==> config.mk <==
export PLATFORM = sky130hd
export DESIGN_NAME = instr_fetch_ctrl_flat
export DESIGN_NICKNAME = d
export VERILOG_FILES = /design/src/rtl/instr_fetch_ctrl_if.sv /design/src/rtl/instr_fetch_ctrl.sv /design/src/flat_wrapper.sv
export SDC_FILE = /design/constraint.sdc
export NUM_CORES = 1
export LEC_CHECK = 0
export ABC_AREA = 1
export CAP_MARGIN = 20
export CORE_MARGIN = 3
export CORE_UTILIZATION = 45
export CTS_CLUSTER_DIAMETER = 120
export DETAILED_ROUTE_END_ITERATION = 7
export MAX_ROUTING_LAYER = met4
export PLACE_DENSITY = 0.93
export SLEW_MARGIN = 5
export SYNTH_ARGS = -nofsm -noshare
export SYNTH_HDL_FRONTEND = slang
export SYNTH_SLANG_ARGS = --single-unit
==> constraint.sdc <==
create_clock -name clk_main -period 2.19 [get_ports clk_main]
set_input_delay 0.438 -clock clk_main [delete_from_list [all_inputs] [get_ports clk_main]]
set_output_delay 0.438 -clock clk_main [all_outputs]
set_load 0.01 [all_outputs]
Figure 1. Signal wires on met3 (run 1).
The bar under the picture is 20 um long.
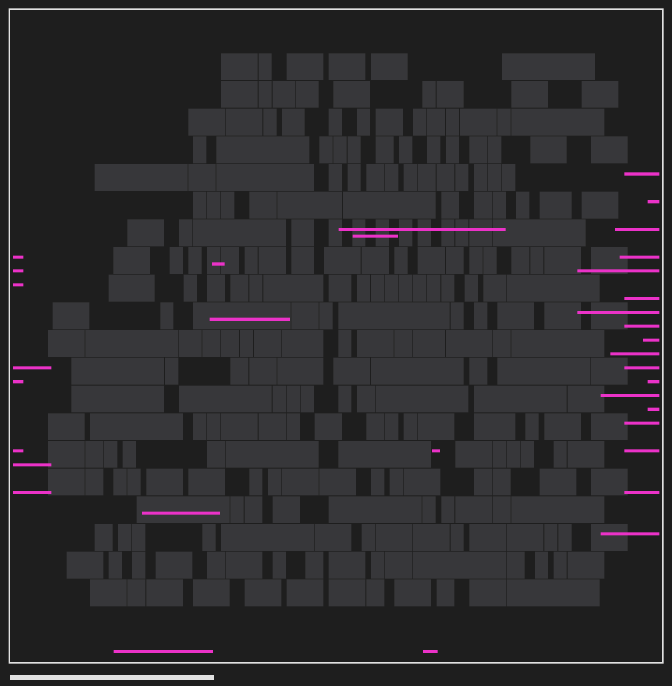
The layer holds 3.1% of the routed length. The layer carries 125 um of wire. The wires run mostly horizontal.
total wirelength of the detailed-routed design: 3987 um
met3 track demand over resource in global routing: 0.02812
via count: 1,464

Figure 2. Congestion heat map (run 1).
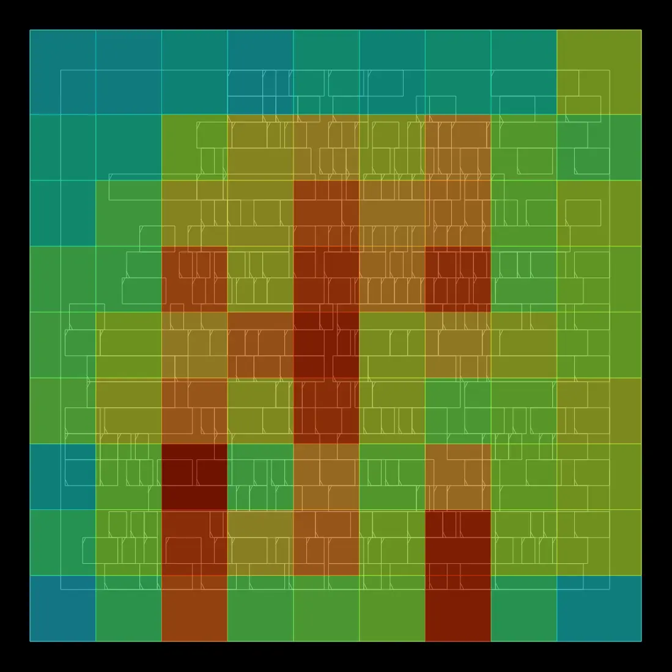
utilization of the core after routing: 0.7212
all-layer global routing usage: 0.2101
met1 usage in global routing: 0.2475
met2 global-route usage: 0.3742

Figure 3. Routed clock nets over the placement (run 1).
The bar under the picture is 20 um long.
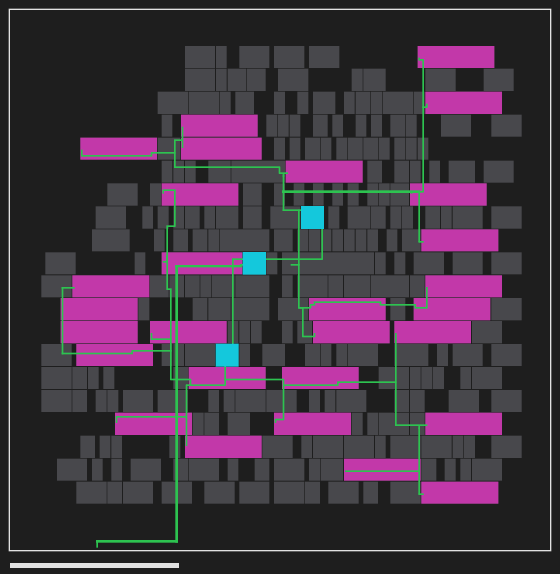
Key: green = clock wires [length 336 um]; cyan = cells driving clock nets [count 3]; magenta = flip-flops [count 28]
There are 4 routed clock nets.
part of the power in the clock network: 0.115
worst skew pair latency: 330 ps
power in the clock group: 0.346 mW
Worst Clk Skew: 0.7693 ps

==> flow_summary_export.csv <==
group,metric,value,unit
outcome,status,"finished clean",
power,netSwitchingFraction,0.4038,
logic_synthesis,postSynthNetCount,229,
drt,wl_met1,1640,um
logic_synthesis,mappedNetlistArea,1516,um2
clocking,ctsHoldBuffers,0,
drt,drt-pass1-iter-count,4,
layout,seqAreaFraction,0.3117,
logic_synthesis,enable_flop_cells,0,
place,dpl.hpwl,2995,um
setup_path,setup.worst_path.start_class,"flop",
place,placed_area,2162,um2
die,floorplanUtilization,0.4848,
timing,final_hold_viol_count,0,
power,power.net_switching,1.221,mW
logic_synthesis,ys_chip_area,1516,um2
timing,fmax,477.0,MHz
power,seqPwrFrac,0.317,
power,p_seq,0.959,mW
clocking,postCtsSetupRepairBufs,1,
drt,drcViolationCount,0,
die,rows,20,
global_routing,grt_max_degree,29,
layout,regArea,703.2,um2
flow_run,warnings,26,
layout,final.clkbuf_count,3,
setup_path,endpoint_kind,"output pin",
place,post-place-ws,213.7,ps
layout,combGateArea,641.9,um2
global_routing,grt_first_pass_wirelength,6637,um
drt,avgRoutedWirePerCell,13.07,um
timing,headroom_to_the_max_slew_limit,0.7651,
logic_synthesis,synthDominantAreaCellType,"sky130_fd_sc_hd__dfrtp_1",
setup_path,critical_path_required,1750,ps
layout,max_ffs_per_register,16,
logic_synthesis,postSynthAreaPerCell,7.698,um2
clocking,cts_tree,"done",
layout,layout.filler_cells,252,
layout,area.share.combinational,0.2845,
logic_synthesis,ys_sh_xor,0.005776,
layout,num-nonclk-inverters,23,
logic_synthesis,syn_warnings,0,
logic_synthesis,synth_stat.cells,197,
layout,diodes,0,
logic_synthesis,yosys.cell_types.count,24,
layout,nNetsFinal,294,
setup_path,reg2reg_slack,700,ps
logic_synthesis,syn-instance-count,197,
drt,dr.max_layer_used,"met4",
layout,finish.instance_area,2256,um2
setup_path,cp_top_family,"buffers and inverters",
global_routing,via_count_of_the_first_global_routing_pass,1394,
timing,fin_crit,2096,ps
worst_hold_path,worstHoldPathType,"in -> async",
setup_path,critical_path_cell_count,4,
power,power.combinational.total,1.72,mW
die,standard_cell_core_area,3128,um2
layout,layout-area-overhead-vs-synth,48.76,%
place,io_buffer_count,66,
timing,finalSetupViolCount,0,
clocking,clkTransAtPathRegs,160,ps
logic_synthesis,synth_dominant_cell_count,"sky130_fd_sc_hd__nand2_1",
layout,layout-drive-gt1-share,0.09195,
setup_path,worst_path_max_delay_cell,"sky130_fd_sc_hd__clkdlybuf4s50_1",
logic_synthesis,topCellsByArea,"sky130_fd_sc_hd__dfrtp_1, sky130_fd_sc_hd__nand2_1, sky130_fd_sc_hd__nand3_1",
clocking,numClockSinks,28,
die,io-pin-count,67,
setup_path,cp.arrival,1660,ps
setup_path,timing_worst_setup_path_type,"reg -> out",
timing,fraction_of_the_cycle_the_final_worst_path_needs,0.9572,
drt,met2_wirelength,2169,um
timing,finalWorstSetupSlack,93.67,ps
power,vdd_drop_max,0.7701,mV
timing,holdWs,440.8,ps
layout,nNonClkBuffers,73,
global_routing,antenna_found_initial,0,
timing,setup_tns,0,ps
logic_synthesis,postSynth.asyncResetShare,1.000,
power,leakage,1.141,nW
power,internal_power,1.803,mW
die,number_of_well_taps,44,
layout,layout_top_cells,"sky130_fd_sc_hd__nand2_1, sky130_fd_sc_hd__clkdlybuf4s50_1, sky130_fd_sc_hd__dfrtp_1",
global_routing,global_route.peak_usage_layer,"met2",
logic_synthesis,netlist_top_cells_count,"sky130_fd_sc_hd__nand2_1, sky130_fd_sc_hd__dfrtp_1, sky130_fd_sc_hd__nand3_1, sky130_fd_sc_hd__inv_1, sky130_fd_sc_hd__o21ai_0",
logic_synthesis,synthSimpleGateAreaFrac,0.3630,
timing,timing_worst_slew_pin_value,352.4,ps
logic_synthesis,aoi_share,0.04290,
power,share_comb_of_total_power,0.568,
clocking,cts-htree-levels,1,
flow_run,cap_violations,0,
drt,viasPerCell,4.800,
die,die-height,64.05,um
clocking,post_cts.resized_instances,4,
clocking,clk_path_buf_depth,2,
power,power,3.024,mW
Power and IR drop assume default switching activity.
